### src/rtl/nrisc_pkg.sv
// nrisc_pkg: opcodes, fetch-sequencer states and reset constants shared by the nRisc core.
package nrisc_pkg;
    localparam logic [2:0] OP_ADD  = 3'b000;
    localparam logic [2:0] OP_MOVE = 3'b001;
    localparam logic [2:0] OP_SLT  = 3'b010;
    localparam logic [2:0] OP_BEQ  = 3'b011;
    localparam logic [2:0] OP_JMP  = 3'b100;
    localparam logic [2:0] OP_SW   = 3'b101;
    localparam logic [2:0] OP_LW   = 3'b110;
    localparam logic [2:0] OP_HALT = 3'b111;
    typedef enum logic [2:0] {S_FETCH, S_LOAD, S_EXEC, S_UPDATE, S_HALTED} fetch_state_e;
    // Halt opcode in the IR keeps the control unit idle until the first real fetch.
    localparam logic [7:0] IR_RESET = 8'hE0;
endpackage

### src/rtl/nrisc_fetch_if.sv
// nrisc_fetch_if: instruction memory, control-unit strobes and status between the fetch unit and its environment.
interface nrisc_fetch_if #(parameter int PC_W = 8, parameter int CNT_W = 16);
    logic [7:0]      ImemData;
    logic            Branch, Jump, EscPc, Zero, Stall, Resume;
    logic [PC_W-1:0] ImemAddr, PC;
    logic [2:0]      OPcode;
    logic [4:0]      Operand;
    logic            InstrDone, Halted;
    logic [CNT_W-1:0] Retired;
    modport master (
        input  ImemData, Branch, Jump, EscPc, Zero, Stall, Resume,
        output ImemAddr, OPcode, Operand, PC, InstrDone, Halted, Retired
    );
    modport slave (
        output ImemData, Branch, Jump, EscPc, Zero, Stall, Resume,
        input  ImemAddr, OPcode, Operand, PC, InstrDone, Halted, Retired
    );
endinterface

### src/rtl/nrisc_pc_next.sv
// nrisc_pc_next: next-PC select (hold, page-relative jump, relative branch, sequential), all modulo 2^PC_W.
module nrisc_pc_next #(parameter int PC_W = 8) (
    input  logic [PC_W-1:0] pc,
    input  logic [4:0]      operand,
    input  logic            hold,
    input  logic            jump,
    input  logic            branch,
    input  logic            zero,
    output logic [PC_W-1:0] pc_next
);
    logic [PC_W-1:0] seq, offset;
    assign seq = pc + PC_W'(1);
    assign offset = {{(PC_W-5){operand[4]}}, operand};
    always_comb
        pc_next = hold ? pc :
                  jump ? {pc[PC_W-1:5], operand} :
                  (branch && zero) ? seq + offset : seq;
endmodule

### src/rtl/nrisc_fetch.sv
// nrisc_fetch: PC/IR owner and FETCH-LOAD-EXEC-UPDATE sequencer with halt, resume, stall
// and a saturating retired-instruction counter.
module nrisc_fetch import nrisc_pkg::*; #(
    parameter int PC_W     = 8,
    parameter int RESET_PC = 0,
    parameter int CNT_W    = 16
) (
    input logic Clock,
    input logic Reset,
    nrisc_fetch_if.master bus
);
    fetch_state_e     state;
    logic [7:0]       ir;
    logic [PC_W-1:0]  pc, pc_nxt;
    logic [CNT_W-1:0] retired;
    logic [2:0]       op;
    logic             halt, jump_q, branch_q;
    assign op = ir[7:5];
    // Strobes are only looked at for their own opcode, so stale or X strobes cannot leak in.
    assign jump_q   = (op == OP_JMP) ? bus.Jump : 1'b0;
    assign branch_q = (op == OP_BEQ) ? bus.Branch : 1'b0;
    assign halt     = (op == OP_HALT) || !bus.EscPc;
    nrisc_pc_next #(.PC_W(PC_W)) u_pc_next (
        .pc      (pc),
        .operand (ir[4:0]),
        .hold    (halt),
        .jump    (jump_q),
        .branch  (branch_q),
        .zero    (bus.Zero),
        .pc_next (pc_nxt)
    );
    always_ff @(posedge Clock or negedge Reset) begin
        if (!Reset) begin
            state   <= S_FETCH;
            pc      <= PC_W'(RESET_PC);
            ir      <= IR_RESET;
            retired <= '0;
        end else begin
            case (state)
                S_FETCH: state <= S_LOAD;
                S_LOAD: begin
                    ir    <= bus.ImemData;
                    state <= S_EXEC;
                end
                S_EXEC: if (!bus.Stall) state <= S_UPDATE;
                S_UPDATE: begin
                    pc <= pc_nxt;
                    if (halt) state <= S_HALTED;
                    else begin
                        retired <= (&retired) ? retired : retired + CNT_W'(1);
                        state   <= S_FETCH;
                    end
                end
                S_HALTED: if (bus.Resume) begin
                    pc    <= pc + PC_W'(1);
                    state <= S_FETCH;
                end
                default: state <= S_FETCH;
            endcase
        end
    end
    // Strobes only settle in UPDATE, so the retire pulse is decoded from the state there.
    assign bus.InstrDone = (state == S_UPDATE) && !halt;
    assign bus.Halted    = (state == S_HALTED);
    assign bus.OPcode    = (state == S_HALTED) ? OP_HALT : op;
    assign bus.Operand   = ir[4:0];
    assign bus.ImemAddr  = pc;
    assign bus.PC        = pc;
    assign bus.Retired   = retired;
endmodule

### src/flat_wrapper.sv
// flat-port wrapper written by rule: the top's interface ports become plain ports
module nrisc_fetch_flat import nrisc_pkg::*;
#(
    parameter int PC_W     = 8,
    parameter int RESET_PC = 0,
    parameter int CNT_W    = 16
)
  (Clock, Reset, bus_ImemData, bus_Branch, bus_Jump, bus_EscPc, bus_Zero, bus_Stall, bus_Resume, bus_ImemAddr, bus_OPcode, bus_Operand, bus_PC, bus_InstrDone, bus_Halted, bus_Retired);
  nrisc_fetch_if #(.PC_W(PC_W), .CNT_W(CNT_W)) bus_i ();
  input logic Clock;
  input logic Reset;
  input wire logic [$bits(bus_i.ImemData)-1:0] bus_ImemData;
  input wire logic [$bits(bus_i.Branch)-1:0] bus_Branch;
  input wire logic [$bits(bus_i.Jump)-1:0] bus_Jump;
  input wire logic [$bits(bus_i.EscPc)-1:0] bus_EscPc;
  input wire logic [$bits(bus_i.Zero)-1:0] bus_Zero;
  input wire logic [$bits(bus_i.Stall)-1:0] bus_Stall;
  input wire logic [$bits(bus_i.Resume)-1:0] bus_Resume;
  output wire logic [$bits(bus_i.ImemAddr)-1:0] bus_ImemAddr;
  output wire logic [$bits(bus_i.OPcode)-1:0] bus_OPcode;
  output wire logic [$bits(bus_i.Operand)-1:0] bus_Operand;
  output wire logic [$bits(bus_i.PC)-1:0] bus_PC;
  output wire logic [$bits(bus_i.InstrDone)-1:0] bus_InstrDone;
  output wire logic [$bits(bus_i.Halted)-1:0] bus_Halted;
  output wire logic [$bits(bus_i.Retired)-1:0] bus_Retired;
  assign bus_i.ImemData = bus_ImemData;
  assign bus_i.Branch = bus_Branch;
  assign bus_i.Jump = bus_Jump;
  assign bus_i.EscPc = bus_EscPc;
  assign bus_i.Zero = bus_Zero;
  assign bus_i.Stall = bus_Stall;
  assign bus_i.Resume = bus_Resume;
  assign bus_ImemAddr = bus_i.ImemAddr;
  assign bus_OPcode = bus_i.OPcode;
  assign bus_Operand = bus_i.Operand;
  assign bus_PC = bus_i.PC;
  assign bus_InstrDone = bus_i.InstrDone;
  assign bus_Halted = bus_i.Halted;
  assign bus_Retired = bus_i.Retired;
  nrisc_fetch #(.PC_W(PC_W), .RESET_PC(RESET_PC), .CNT_W(CNT_W)) u_core (.Clock(Clock), .Reset(Reset), .bus(bus_i));
endmodule
### config.mk
export PLATFORM = sky130hd
export DESIGN_NAME = nrisc_fetch_flat
export DESIGN_NICKNAME = d
export VERILOG_FILES = /design/src/rtl/nrisc_pkg.sv /design/src/rtl/nrisc_fetch_if.sv /design/src/rtl/nrisc_pc_next.sv /design/src/rtl/nrisc_fetch.sv /design/src/flat_wrapper.sv
export SDC_FILE = /design/constraint.sdc
export NUM_CORES = 1
export LEC_CHECK = 0
export ABC_AREA = 1
export CAP_MARGIN = 10
export CORE_AREA = 2 2 77 79
export DETAILED_ROUTE_END_ITERATION = 12
export DIE_AREA = 0 0 79 81
export GPL_TIMING_DRIVEN = 0
export PLACE_DENSITY = 0.72
export SYNTH_ARGS = -nofsm -noshare
export SYNTH_HDL_FRONTEND = slang
export SYNTH_SLANG_ARGS = --single-unit
### constraint.sdc
create_clock -name Clock -period 2.35 [get_ports Clock]
set_input_delay 0.47 -clock Clock [delete_from_list [all_inputs] [get_ports Clock]]
set_output_delay 0.47 -clock Clock [all_outputs]
set_load 0.01 [all_outputs]
==> run_1/clk_routes.png <==
The bar under the picture is 20 um long.
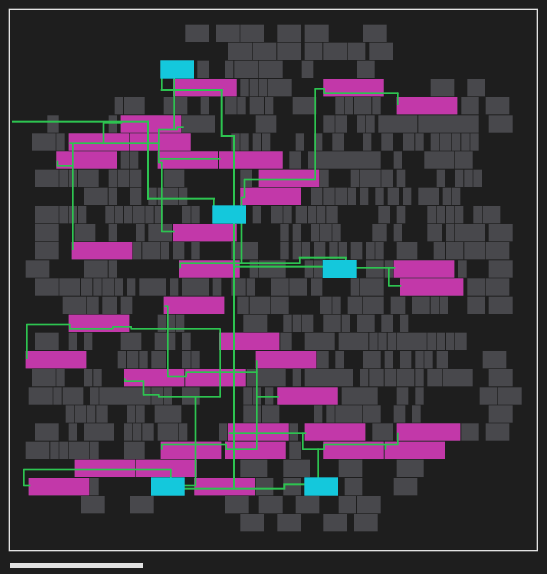
[magenta] flip-flops | count: 35
[green] clock wires | length: 535 um
[cyan] clock drivers | count: 5
flops lie: spread over the die
routed clock nets: 6

==> run_1/layer_met3.png <==
The bar under the picture is 20 um long. Cells faint in the background.
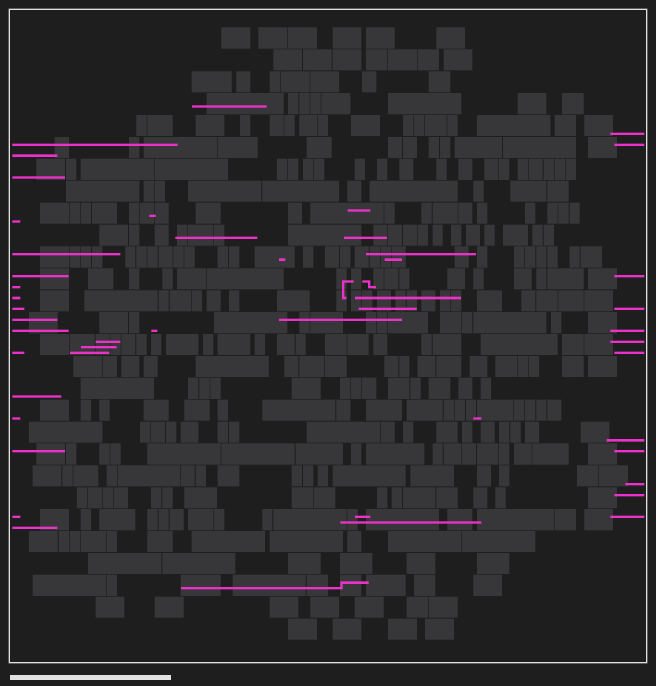
wire length on this layer: 267 um
main direction: horizontal
share of all routed wire: 4.7%
nets with wire on the layer: 42
longest straight run: 20.2 um

==> run_1/wires.png <==
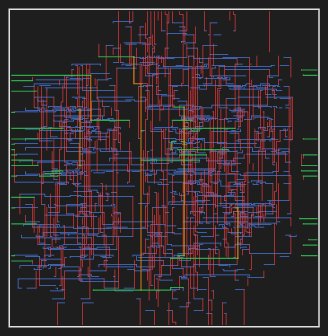
[red] metal 2 | wire length: 2,890 um
[blue] metal 1 | wire length: 2,410 um
[green] metal 3 | wire length: 267 um
[orange] metal 4 | wire length: 139 um
DRT Wirelength: 5710 um
post-detailed-route wirelength per cell: 12.2 um
global-route total usage across every layer: 18.9%
total via count in the routed design: 2,322

==> run_1/congestion.png <==
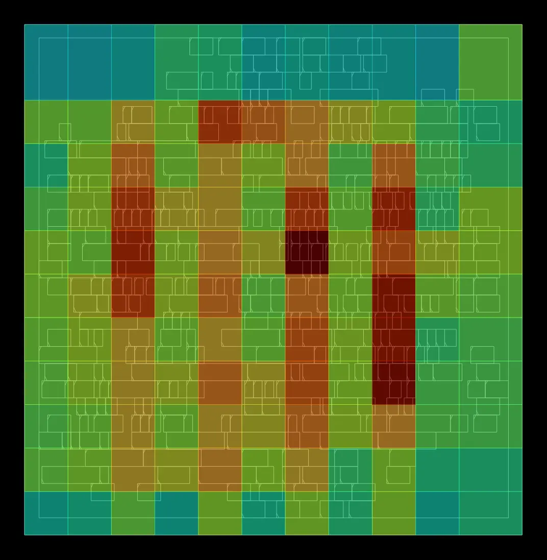
GR Util met3: 4.33%
Final Core Density: 58.3%

==> deck_impl_summary.md, run 1 <==
Key Metrics from the Run

Timing
  – Worst slew slack as a fraction of its limit: a little under half
  – Transition time at the pin with the least slew margin: approximately 0.8 ns
  – Final setup violation count: 0
  – Setup Skew: around 0.0064 ns
  – Shortest clock period the worst path allows after layout: around 2.2 ns
  – Max Transition Viols Final: 0
  – Number of hold violations in the final report: 0
  – Max Clock Freq: 0.450 GHz
  – Final worst hold slack: approximately 0.25 ns
  – Period utilisation layout: a little over nine tenths
  – Final critical-path setup slack: 0.130 ns

Power and ir drop
  – Static leakage: around 1.6 nW
  – VDD IR max: 0.000702 V
  – Cell Pwr Density: ~1300 nW/um2

Synthesis
  – And+or+nand+nor area frac: ~30%
  – Gate count of the mapped netlist: approximately 320
  – Comb area leader: simple AND/OR/NAND/NOR gates
  – Share of synthesized area spent on multiplexers: between 1.5 and 2%
  – Cell taking the most area after synthesis: sky130_fd_sc_hd__dfrtp_1
  – Top cells by area: sky130_fd_sc_hd__dfrtp_1 33%, sky130_fd_sc_hd__nand2_1 13%, sky130_fd_sc_hd__nor2_1 5.6%
  – Compound-gate portion of the synthesized area: roughly 9.1%
  – Area reported by Yosys stat: around 2400 um2
  – Synth flops: 35
  – Synth Area in XOR/XNOR: approximately 6.1%
  – Post-synthesis instance area: between 2000 and 2500 um2
  – Unique cell types: 38
  – Synth Seq Share: 36.2%
  – Adder Share, Synth: 5.46%

Finish
  – Antenna cell count: 0
  – Count of placed standard cells in the final layout, fillers left out: ~470
  – Final instance area: between 3000 and 4000 um2
  – # nets final: ~420
  – Fraction of layout cells with a size suffix above 1: between 10% and 20%

Setup path
  – Cell breakdown of the critical path: clkdlybuf4s50_1 -> o21ai_2 -> nor2_4 -> clkdlybuf4s50_1
  – Cell count along the critical path: 4
  – Family with the most delay on the worst path: buffers and inverters
  – Worst Setup End Kind: output pin
  – Slack of the worst reg-to-reg path: around 0.16 ns
  – CP max stage cell: sky130_fd_sc_hd__clkdlybuf4s50_1
  – Terminus of the critical flop-to-flop path: u_core.bus.ImemAddr[5]
  – Startpoint class of the critical path: primary input
  – Count of cells along the worst register-to-register path: 11
  – Launch point of the worst reg-to-reg path: u_core.bus.ImemAddr[0]
  – CP required: 1.88 ns
  – End point of the critical path: bus_InstrDone
  – Slowest stage delay, CP: 0.56 ns
  – Number of buffers and inverters on the critical path: 2
  – Source of the critical timing path: bus_EscPc
  – Arrival time worst endpoint: around 1.8 ns

Routing
  – Routed wl met3: roughly 270 um
  – Final routed DRC violation total: 0
  – Count of TritonRoute iterations in the first routing pass: 4
  – Met2 wire len: 2890 um
  – Sum of routed wire segments on met1: around 2400 um
  – Average via count per standard cell: between 4 and 5
  – Violation count after the first detailed-routing iteration: roughly 100

CTS
  – Count of clock tree sinks: 35
  – Root Buffer Master: sky130_fd_sc_hd__clkbuf_8
  – Clock-pin slew on the worst setup and hold paths: about 0.070 ns
  – Clock latency of the later-clocked register in the worst-skew pair: ~0.3 ns
  – H-tree level count: 2
  – PostCTS Resize Cnt: 1
  – Hold bufs inserted after CTS: 0

Min path
  – Hold crit path type: primary input to async pin

Floorplanning
  – Horizontal extent of the die: slightly below 80 um
  – Die Span Y: between 80 and 90 um
  – Effective utilization at floorplan: around 43%
  – Die footprint: about 6400 um2
  – Floorplan Core Area: between 5000 and 6000 um2
  – Io pins: 58

Placed design
  – Placed instance area: between 3000 and 4000 um2
  – Detailed-placement wirelength estimate: 4320 um
  – Worst Setup Slack post-DPL: -0.0360 ns
  – Number of input and output port buffers inserted: 57
  – Global placement routability congestion: 0.855
  – Dpl cells: about 450

Run
  – Count of tool warnings: 27
  – Maximum Capacitance Violations: 0

Outcome
  – Run status: completed

Global routing
  – Wire length of the first global-routing pass: 9490 um
  – Initial antenna violation count: 0
  – Pin count of the biggest net entering global routing: 36
## run 1: report_power, final
group          total, W  leakage, nW  switching (W)  internal, W
clock network  0.000578       0.0612       0.000235     0.000343
logic           0.00255         1.07        0.00128      0.00127
registers       0.00109        0.437       0.000262     0.000826
total           0.00422         1.57        0.00177      0.00244
## run 1: worst min-delay path by stage
| stage | to | cells past startpoint | slack, ns |
|---|---|---|---|
| global route | u_core.bus.ImemAddr[7] | 1 | 0.32 |
| finish | u_core.bus.Retired[8] | 1 | 0.25 |
| global placement | u_core.state[0] | 1 | 0.45 |
| detailed placement | u_core.state[0] | 1 | 0.45 |
| CTS | u_core.bus.Retired[3] | 1 | 0.28 |
| floorplan | u_core.bus.ImemAddr[0] | 0 | 0.17 |
## run 1: registers in the layout, summed over array words and instances (netlist names)
register,cells
u_core.bus.ImemAddr,8
u_core.ir,8
u_core.bus.Retired,16
u_core.state,3
## run 1: cell type report
| class | count | area [um2] | area share (%) |
|---|---|---|---|
| tap | 75 | 93.8 | 2.84 |
| multi-input combinational | 230 | 1310 | 39.7 |
| buffer | 16 | 125 | 3.78 |
| timing repair buffer | 65 | 626 | 18.9 |
| sequential | 35 | 882 | 26.7 |
| clock buffer | 6 | 82.6 | 2.50 |
| clock inverter | 2 | 35.0 | 1.06 |
| inverter | 40 | 150 | 4.54 |
## run 1: layer usage
metal  GRT usage [%]  vias to the layer above
met5               0                        -
met4            8.97                        0
met3            4.33                       12
met2            33.7                       62
met1            21.6                     1091
li1                -                     1157
## run 1: synthesized netlist by cell type, drive strengths merged
cell / instances
nand2: 87
buf: 16
a22oi: 2
nor4: 2
fa: 1
nand3: 22
inv: 40
xor2: 14
nor2: 38
nand4: 1
dfrtp: 32
nor3b: 2
mux2: 4
a211oi: 1
or2: 1
o22ai: 1
nor3: 5
dfstp: 3
o221ai: 1
ha: 9
a21oi: 12
and2: 1
o21ai: 18
o211ai: 1
o21bai: 2
nand3b: 2
xnor2: 3
## run 1: cell usage in the layout (no fill, tap or decap), types with 3 or more instances in the layout
| master | n |
|---|---|
| sky130_fd_sc_hd__nand2_1 | 84 |
| sky130_fd_sc_hd__clkdlybuf4s50_1 | 56 |
| sky130_fd_sc_hd__inv_1 | 34 |
| sky130_fd_sc_hd__nor2_1 | 33 |
| sky130_fd_sc_hd__dfrtp_1 | 30 |
| sky130_fd_sc_hd__buf_4 | 21 |
| sky130_fd_sc_hd__nand3_1 | 20 |
| sky130_fd_sc_hd__xor2_1 | 13 |
| sky130_fd_sc_hd__a21oi_1 | 12 |
| sky130_fd_sc_hd__o21ai_0 | 10 |
| sky130_fd_sc_hd__ha_1 | 7 |
| sky130_fd_sc_hd__inv_2 | 6 |
| sky130_fd_sc_hd__clkbuf_8 | 6 |
| sky130_fd_sc_hd__o21ai_1 | 5 |
| sky130_fd_sc_hd__mux2_2 | 4 |
| sky130_fd_sc_hd__nor2_2 | 3 |
| sky130_fd_sc_hd__o21ai_2 | 3 |
| sky130_fd_sc_hd__nor3_1 | 3 |
| sky130_fd_sc_hd__xnor2_1 | 3 |
| sky130_fd_sc_hd__dfstp_2 | 3 |
==> run 2, diff against run 1 <==
- SETUP_SLACK_MARGIN: not set -> 0.05
- SKIP_LAST_GASP: not set -> 1
==> run_2/layer_met3.png <==
The bar under the picture is 20 um long. Cells faint in the background.
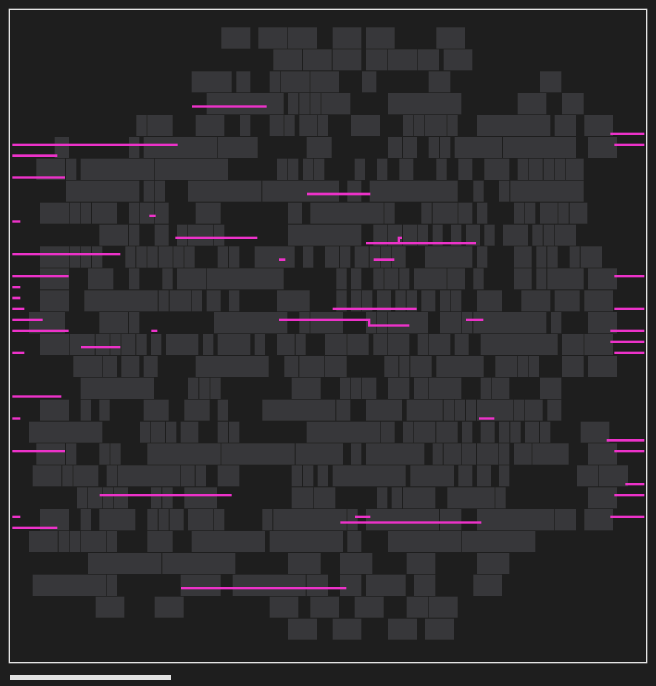
total via count in the routed design: 2,324
DRT Wirelength: 5800 um

==> run_2/congestion.png <==
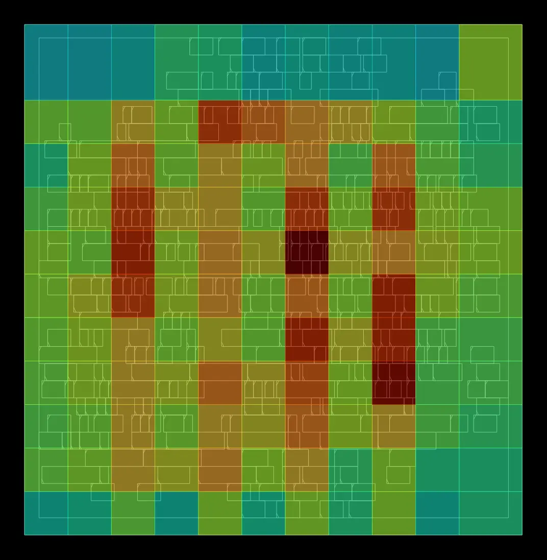
routing usage on met2: 33.9%
global-route total usage across every layer: 19.0%
layer with the highest usage: met2

==> deck_impl_summary.md, run 2 <==
Key Metrics from the Run

Outcome
  – Run status: completed

Timing
  – Final setup violation count: 0
  – Period utilisation layout: roughly 95%
  – Setup Skew: 0.00678 ns
  – RSZ-0062 raised after global routing: yes
  – Worst slew slack as a fraction of its limit: around 47%
  – Final critical-path setup slack: between 0.1 and 0.15 ns
  – Transition time at the pin with the least slew margin: about 0.8 ns
  – Max Clock Freq: roughly 0.45 GHz
  – Shortest clock period the worst path allows after layout: ~2.2 ns
  – Number of hold violations in the final report: 0
  – Max Transition Viols Final: 0

Finish
  – # nets final: ~420
  – Antenna cell count: 0
  – Fraction of layout cells with a size suffix above 1: 21.6%
  – Final instance area: about 3400 um2
  – Most frequent cells in the layout: 80 x sky130_fd_sc_hd__nand2_1, 55 x sky130_fd_sc_hd__clkdlybuf4s50_1, 32 x sky130_fd_sc_hd__nor2_1, 30 x sky130_fd_sc_hd__inv_1, 30 x sky130_fd_sc_hd__dfrtp_1
  – Synthesis-to-finish area growth: 40.2%
  – Number of filler cells placed in the layout: roughly 530
  – Final Core Density: roughly three fifths
  – Max FFs per register: 16
  – Most frequent logic cell in the layout: sky130_fd_sc_hd__nand2_1

Floorplanning
  – Floorplan Core Area: about 5700 um2
  – Die footprint: about 6400 um2
  – Effective utilization at floorplan: ~43%
  – Io pins: approximately 58
  – Horizontal extent of the die: 79 um
  – Std-Cell Rows: 28
  – Die Span Y: slightly above 80 um

Placed design
  – Worst Setup Slack post-DPL: -0.0360 ns
  – Number of input and output port buffers inserted: roughly 57
  – Detailed-placement wirelength estimate: 4320 um
  – Global placement routability congestion: around 0.85
  – Placed instance area: ~3100 um2

Synthesis
  – Syn nets: roughly 350
  – EDFF count, synth: 0
  – Synth Seq Share: a little over a third
  – Async set or reset register ratio after synthesis: 100%
  – Most frequently used flop master after synthesis: sky130_fd_sc_hd__dfrtp_1
  – Synth flops: 35
  – Top cells by count, synth: 85 x sky130_fd_sc_hd__nand2_1, 36 x sky130_fd_sc_hd__nor2_1, 34 x sky130_fd_sc_hd__inv_1
  – Post-synthesis instance area: ~2400 um2
  – Number of cell instances after yosys synthesis: about 320
  – Count leader, synth: sky130_fd_sc_hd__nand2_1
  – Count of yosys warnings during synthesis: 0
  – Unique cell types: 38
  – Cell taking the most area after synthesis: sky130_fd_sc_hd__dfrtp_1
  – Gate count of the mapped netlist: about 320
  – Dominant cell area share: 33.0%
  – Average instance area after synthesis: 7.57 um2
  – Top cells by area: sky130_fd_sc_hd__dfrtp_1 33%, sky130_fd_sc_hd__nand2_1 13%, sky130_fd_sc_hd__nor2_1 5.6%
  – Area reported by Yosys stat: roughly 2400 um2

Routing
  – Post-detailed-route wirelength per cell: ~12 um
  – Remaining antenna violation count: 0
  – Final routed DRC violation total: 0
  – Average via count per standard cell: roughly 5
  – Violation count after the first detailed-routing iteration: about 140
  – Count of TritonRoute iterations in the first routing pass: 4

CTS
  – Clock-pin slew on the worst setup and hold paths: about 0.070 ns
  – Count of clock tree sinks: 35
  – Root Buffer Master: sky130_fd_sc_hd__clkbuf_8
  – Clock latency of the later-clocked register in the worst-skew pair: approximately 0.3 ns
  – Worst-case clock buffer depth: 2
  – TritonCTS clock tree: done
  – Cts bufs inserted: 5
  – Hold bufs inserted after CTS: 0
  – H-tree level count: 2

Power and ir drop
  – Switching power summed over all nets: 0.00190 W
  – Combinational power share: 62.4%
  – Proportion of total power due to net switching: between 40% and 50%
  – P_int: ~0.0026 W
  – Cell Pwr Density: ~1300 nW/um2
  – Portion of total power attributed to the clock network: 13.0%
  – VDD IR max: 0.000702 V
  – Total power after layout: roughly 0.0045 W
  – Flop pwr share: about a quarter
  – Static leakage: roughly 1.6 nW

Global routing
  – Initial antenna violation count: 0
  – Pin count of the biggest net entering global routing: 36
  – Global-route congestion overflow total: 0
  – Number of global-route vias before repair: between 2,000 and 2,500
  – Wire length of the first global-routing pass: between 9000 and 10,000 um

Setup path
  – Terminus of the critical flop-to-flop path: u_core.bus.ImemAddr[6]
  – Slowest stage delay, CP: between 0.3 and 0.4 ns
  – Launch point of the worst reg-to-reg path: u_core.bus.ImemAddr[0]
  – Largest driver fanout on the critical path: 5
  – Crit Path Category: flop to flop
  – Arrival time worst endpoint: 2.43 ns
  – Slack of the worst reg-to-reg path: ~0.11 ns
  – Cell breakdown of the critical path: buf_6 -> clkinvlp_4 -> nor2_4 -> xor2_2 -> ha_1 -> a21oi_1 -> nand2_1 -> nand2_2 -> nand2_2 -> a21oi_2 -> o21ai_1 -> a21oi_1 -> nor2_1
  – CP required: roughly 2.5 ns
  – Worst Setup End Kind: flop
  – CP max stage cell: sky130_fd_sc_hd__dfrtp_1
  – Count of cells along the worst register-to-register path: 13
  – Startpoint class of the critical path: flop

Run
  – Maximum Capacitance Violations: 0
  – Count of tool warnings: 27

Min path
  – Hold crit path type: primary input to async pin
run 2: cell counts after synthesis:
No cell type changed its count.
run 2: final cells by class:
type / count / area, um2 / share of cell area (%)
Buffer: 16 / 125 / 3.67
Sequential cell: 35 / 882 / 25.9
Inverter: 40 / 154 / 4.52
Clock inverter: 2 / 35.0 / 1.03
Multi-Input combinational cell: 230 / 1370 / 40.3
Tap cell: 75 / 93.8 / 2.75
Timing Repair Buffer: 69 / 662 / 19.4
Clock buffer: 6 / 82.6 / 2.42
run 2: power by group through the flow:
stage          registers (W)  logic, W  clock network [W]
2_1_floorplan        0.00108   0.00157                  0
3_3_place_gp         0.00109   0.00237                  0
3_5_place_dp         0.00110   0.00242                  0
4_1_cts              0.00108   0.00249           0.000594
5_1_grt              0.00114   0.00311           0.000613
6_report             0.00110   0.00279           0.000579
run 2: metrics by stage:
stage,TNS (ns),cells,hold slack (ns)
floorplan,0,321,0.174
global placement,-0.352,453,0.454
detailed placement,-0.0360,453,0.454
CTS,0,465,0.278
global route,-0.0212,473,0.321
finish,0,473,0.256
run 2: metal layers:
layer / routed length, um / share of wire [%] / global-route usage (%)
met1: 2460 / 42 / 21.6
met2: 2940 / 51 / 33.9
met3: 261 / 4.5 / 4.33
met4: 140 / 2.4 / 8.97
met5: 0 / 0 / 0
run 2: worst max path at each step:
stage,cells past startpoint,end,startpoint
3_5_place_dp,14,u_core.bus.ImemAddr[7],u_core.bus.ImemAddr[0]
5_1_grt,14,u_core.bus.ImemAddr[6],u_core.bus.ImemAddr[0]
6_report,13,u_core.bus.ImemAddr[6],u_core.bus.ImemAddr[0]
4_1_cts,14,u_core.bus.ImemAddr[7],u_core.bus.ImemAddr[0]
2_1_floorplan,16,u_core.bus.ImemAddr[7],u_core.bus.ImemAddr[0]
3_3_place_gp,1,u_core.bus.ImemAddr[2],Reset
run 2: what timing repair did:
action	4_1_cts	5_1_grt
endpoints found under the setup margin	5	4
pin swaps	1	13
setup buffers	4	8
resized	2	27
run 2: critical path, delay by kind of cell (launching register included):
family	cells	cell delay (ns)
AND/OR/NAND/NOR	5	0.52
adder cells (fa/ha/maj)	1	0.28
AND-OR/OR-AND	4	0.48
buffers and inverters	2	0.27
flip-flops	1	0.39
XOR/XNOR	1	0.18
run 2: kinds of logic after synthesis:
kind of cell	after synthesis	share of synthesized area [%]
xor gates and xnor gates	17	6.13
and+or+nand+nor	161	29.9
buffers and inverters	56	11.3
adders and majority gates	10	5.46
AOI/OAI and AO/OA	38	9.11
muxes	4	1.85
DFF	35	36.2
==> run 3, diff against run 2 <==
- CORE_AREA: 2 2 77 79 -> 2 2 83 85
- CTS_CLUSTER_DIAMETER: not set -> 60
- DIE_AREA: 0 0 79 81 -> 0 0 85 87
- PLACE_DENSITY: 0.72 -> 0.7
- SYNTH_HIERARCHICAL: not set -> 1
==> run_3/clk_routes.png <==
The bar under the picture is 20 um long.
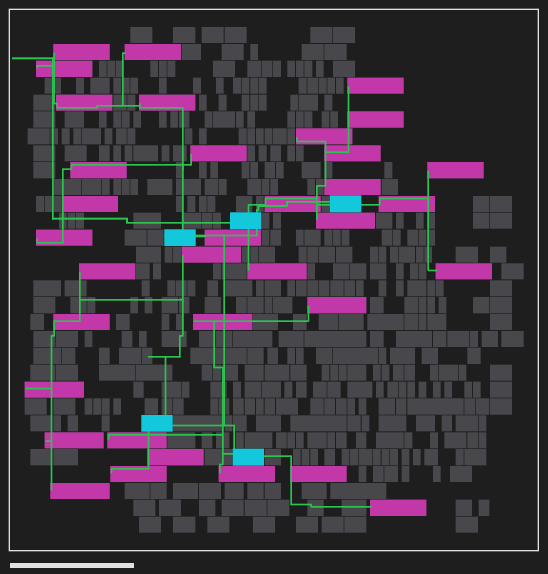
[green] clock wires | length: 553 um
[magenta] flip-flops | count: 35
[cyan] clock drivers | count: 5
routed clock nets: 6

==> run_3/wires.png <==
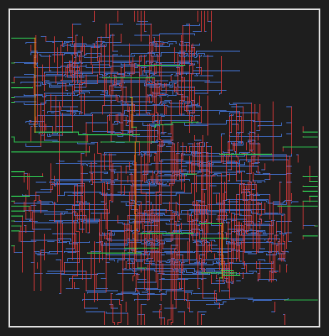
[orange] metal 4 | wire length: 79.6 um
[blue] metal 1 | wire length: 3,440 um
[green] metal 3 | wire length: 330 um
[red] metal 2 | wire length: 3,420 um

==> deck_impl_summary.md, run 3 <==
Key Metrics from the Run

Power and ir drop
  – Cell Pwr Density: 1220 nW/um2
  – Static leakage: about 1.8 nW
  – VDD IR max: about 0.00075 V
  – Total power after layout: around 0.0048 W

Timing
  – Final critical-path setup slack: -0.0448 ns
  – Number of hold violations in the final report: 0
  – Setup Skew: about 0.0046 ns
  – Final setup violation count: 2
  – Max Transition Viols Final: 0
  – RSZ-0062 raised after global routing: yes
  – Worst slew slack as a fraction of its limit: approximately 46%
  – Shortest clock period the worst path allows after layout: ~2.4 ns
  – Period utilisation layout: 102%
  – Max Clock Freq: about 0.42 GHz

Floorplanning
  – Effective utilization at floorplan: 43.1%
  – Die Span Y: ~87 um
  – Horizontal extent of the die: 85 um
  – Std-Cell Rows: 30
  – Die footprint: about 7400 um2
  – Io pins: approximately 58

Setup path
  – Slack of the worst reg-to-reg path: -0.04 ns
  – Crit Path Category: flop to flop
  – CP max stage cell: sky130_fd_sc_hd__dfrtp_2
  – Family with the most delay on the worst path: simple AND/OR/NAND/NOR gates
  – Worst Setup End Kind: flop
  – Number of buffers and inverters on the critical path: 3
  – Arrival time worst endpoint: roughly 2.6 ns
  – Startpoint class of the critical path: flop
  – Slowest stage delay, CP: 0.44 ns
  – CP required: approximately 2.5 ns
  – Cell breakdown of the critical path: ha_4 -> nand2_4 -> o21bai_1 -> o21ai_0 -> inv_1 -> ha_4 -> nand2_1 -> nand2_1 -> nand2_1 -> nand2_1 -> inv_1 -> nand2_2 -> nand3_2 -> nand3_2 -> a21oi_2 -> or2_4 -> nand2_2 -> inv_2 -> nand2_1 -> nand2_1
  – Largest driver fanout on the critical path: 6

Placed design
  – Detailed-placement wirelength estimate: around 5000 um
  – Global placement routability congestion: 0.848
  – Worst Setup Slack post-DPL: -0.216 ns
  – Placed instance area: approximately 3500 um2
  – Number of input and output port buffers inserted: between 50 and 60

CTS
  – Cts bufs inserted: 5
  – Worst-case clock buffer depth: 2
  – Count of clock tree sinks: 35
  – Root Buffer Master: sky130_fd_sc_hd__clkbuf_8
  – Clock latency of the later-clocked register in the worst-skew pair: a little under 0.3 ns
  – TritonCTS clock tree: done

Synthesis
  – Gate count of the mapped netlist: about 400
  – Count of yosys warnings during synthesis: 6
  – Count leader, synth: sky130_fd_sc_hd__nand2_1
  – Unique cell types: 37
  – Post-synthesis instance area: around 2800 um2
  – Synth Seq Share: between 30% and 40%
  – Dominant cell area share: 28.3%
  – Area reported by Yosys stat: 2830 um2
  – Average instance area after synthesis: ~7 um2
  – Cell taking the most area after synthesis: sky130_fd_sc_hd__dfrtp_1
  – Async set or reset register ratio after synthesis: 100%
  – Number of cell instances after yosys synthesis: between 400 and 500
  – Top cells by area: sky130_fd_sc_hd__dfrtp_1 28%, sky130_fd_sc_hd__nand2_1 19%, sky130_fd_sc_hd__inv_1 5.4%
  – Synth flops: 35
  – Top cells by count, synth: 143 x sky130_fd_sc_hd__nand2_1, 41 x sky130_fd_sc_hd__inv_1, 33 x sky130_fd_sc_hd__nor2_1
  – EDFF count, synth: 0

Finish
  – Most frequent logic cell in the layout: sky130_fd_sc_hd__nand2_1
  – # nets final: about 520
  – Max FFs per register: 16
  – Number of filler cells placed in the layout: about 600
  – Final instance area: roughly 3900 um2
  – Fraction of layout cells with a size suffix above 1: between 20% and 30%
  – Synthesis-to-finish area growth: 38.7%
  – Antenna cell count: 0
  – Most frequent cells in the layout: 135 x sky130_fd_sc_hd__nand2_1, 53 x sky130_fd_sc_hd__clkdlybuf4s50_1, 36 x sky130_fd_sc_hd__inv_1, 32 x sky130_fd_sc_hd__nor2_1, 29 x sky130_fd_sc_hd__buf_4
  – Register area: between 800 and 900 um2

Global routing
  – Wire length of the first global-routing pass: 11,900 um
  – Pin count of the biggest net entering global routing: 36
  – Global-route congestion overflow total: 0
  – Global-route total usage across every layer: around a fifth
  – Number of global-route vias before repair: roughly 2,600

Routing
  – Average via count per standard cell: between 4 and 5
  – Total via count in the routed design: about 2,800
  – Violation count after the first detailed-routing iteration: between 100 and 150
  – Final routed DRC violation total: 0
  – Count of TritonRoute iterations in the first routing pass: 4
  – Post-detailed-route wirelength per cell: approximately 13 um

Outcome
  – Violated checks: negative setup slack
  – Run status: complete, but fails checks

Min path
  – Hold crit path type: primary input to async pin

Run
  – Count of tool warnings: 30
  – Maximum Capacitance Violations: 0
==> run 3: netlist changes by cell type after synthesis, moves of 6 or more <==
cell,previous run,this run
sky130_fd_sc_hd__xor2_1,14,8
sky130_fd_sc_hd__nand3_2,2,8
sky130_fd_sc_hd__inv_1,34,41
sky130_fd_sc_hd__nand3_1,20,26
sky130_fd_sc_hd__nand2_1,85,143
sky130_fd_sc_hd__nand4_1,1,7
sky130_fd_sc_hd__or2_2,1,8
==> run 3: logic make-up after synthesis <==
logic type	Yosys count	share of synthesized area [%]
xor gates and xnor gates	14	4.59
adders and majority gates	12	5.57
AOI/OAI and AO/OA	38	8.22
DFF	35	31.1
muxes	7	2.78
and+or+nand+nor	237	37.2
buffers and inverters	60	10.6
==> run 3: path summary, 6_finish.rpt <==
kind,end,cells after the start,startpoint
worst min register to register,u_core/state[0],2,u_core/state[2]
worst max-delay path,u_core/bus.ImemAddr[7],20,u_core/bus.ImemAddr[0]
min in group Clock,u_core/state[0],2,u_core/state[2]
max in group asynchronous,u_core/bus.ImemAddr[2],1,Reset
worst max register to register,u_core/bus.ImemAddr[7],20,u_core/bus.ImemAddr[0]
worst min-delay path,u_core/ir[4],1,Reset
==> run 3: cell type report <==
type | count | area share, %
clock buffer | 6 | 1.85
sequential | 35 | 22.6
tap | 80 | 2.55
buffer | 18 | 3.76
timing repair buffer | 77 | 19.0
inverter | 42 | 4.01
multi-input combinational | 308 | 45.9
clock inverter | 2 | 0.318
==> run 3: power by group <==
part | internal (W) | switching, W | leakage, nW
Combinational | 0.00167 | 0.00156 | 1.36
Clock | 0.000207 | 0.000243 | 0.0412
Sequential | 0.000817 | 0.000313 | 0.441
Total | 0.00270 | 0.00211 | 1.84
==> run 3: timing repair <==
item / 4_1_cts / 5_1_grt
gates cloned: 0 / 0
pin swaps: 10 / 17
gates resized: 17 / 24
buffers inserted: 12 / 8
hold buffers: 0 / 0
endpoints found under the setup margin: 10 / 9
==> run 3: per-stage QoR <==
step,util (%),instances
floorplan,-,403
global placement,53.6,540
detailed placement,53.6,540
CTS,57.4,560
global route,59.8,568
finish,59.8,568
==> run 3: per-layer routing <==
layer  vias to the layer above  global-route usage, %  wire, um  part of all wire [%]
li1                       1451                      -         -                     -
met1                      1312                   27.1      3440                    47
met2                        64                   32.0      3420                    47
met3                         8                   4.17       329                   4.5
met4                         0                   5.34        79                   1.1
met5                         -                      0         0                     0
Power figures rest on the tool's default switching activity, not on a simulated workload.
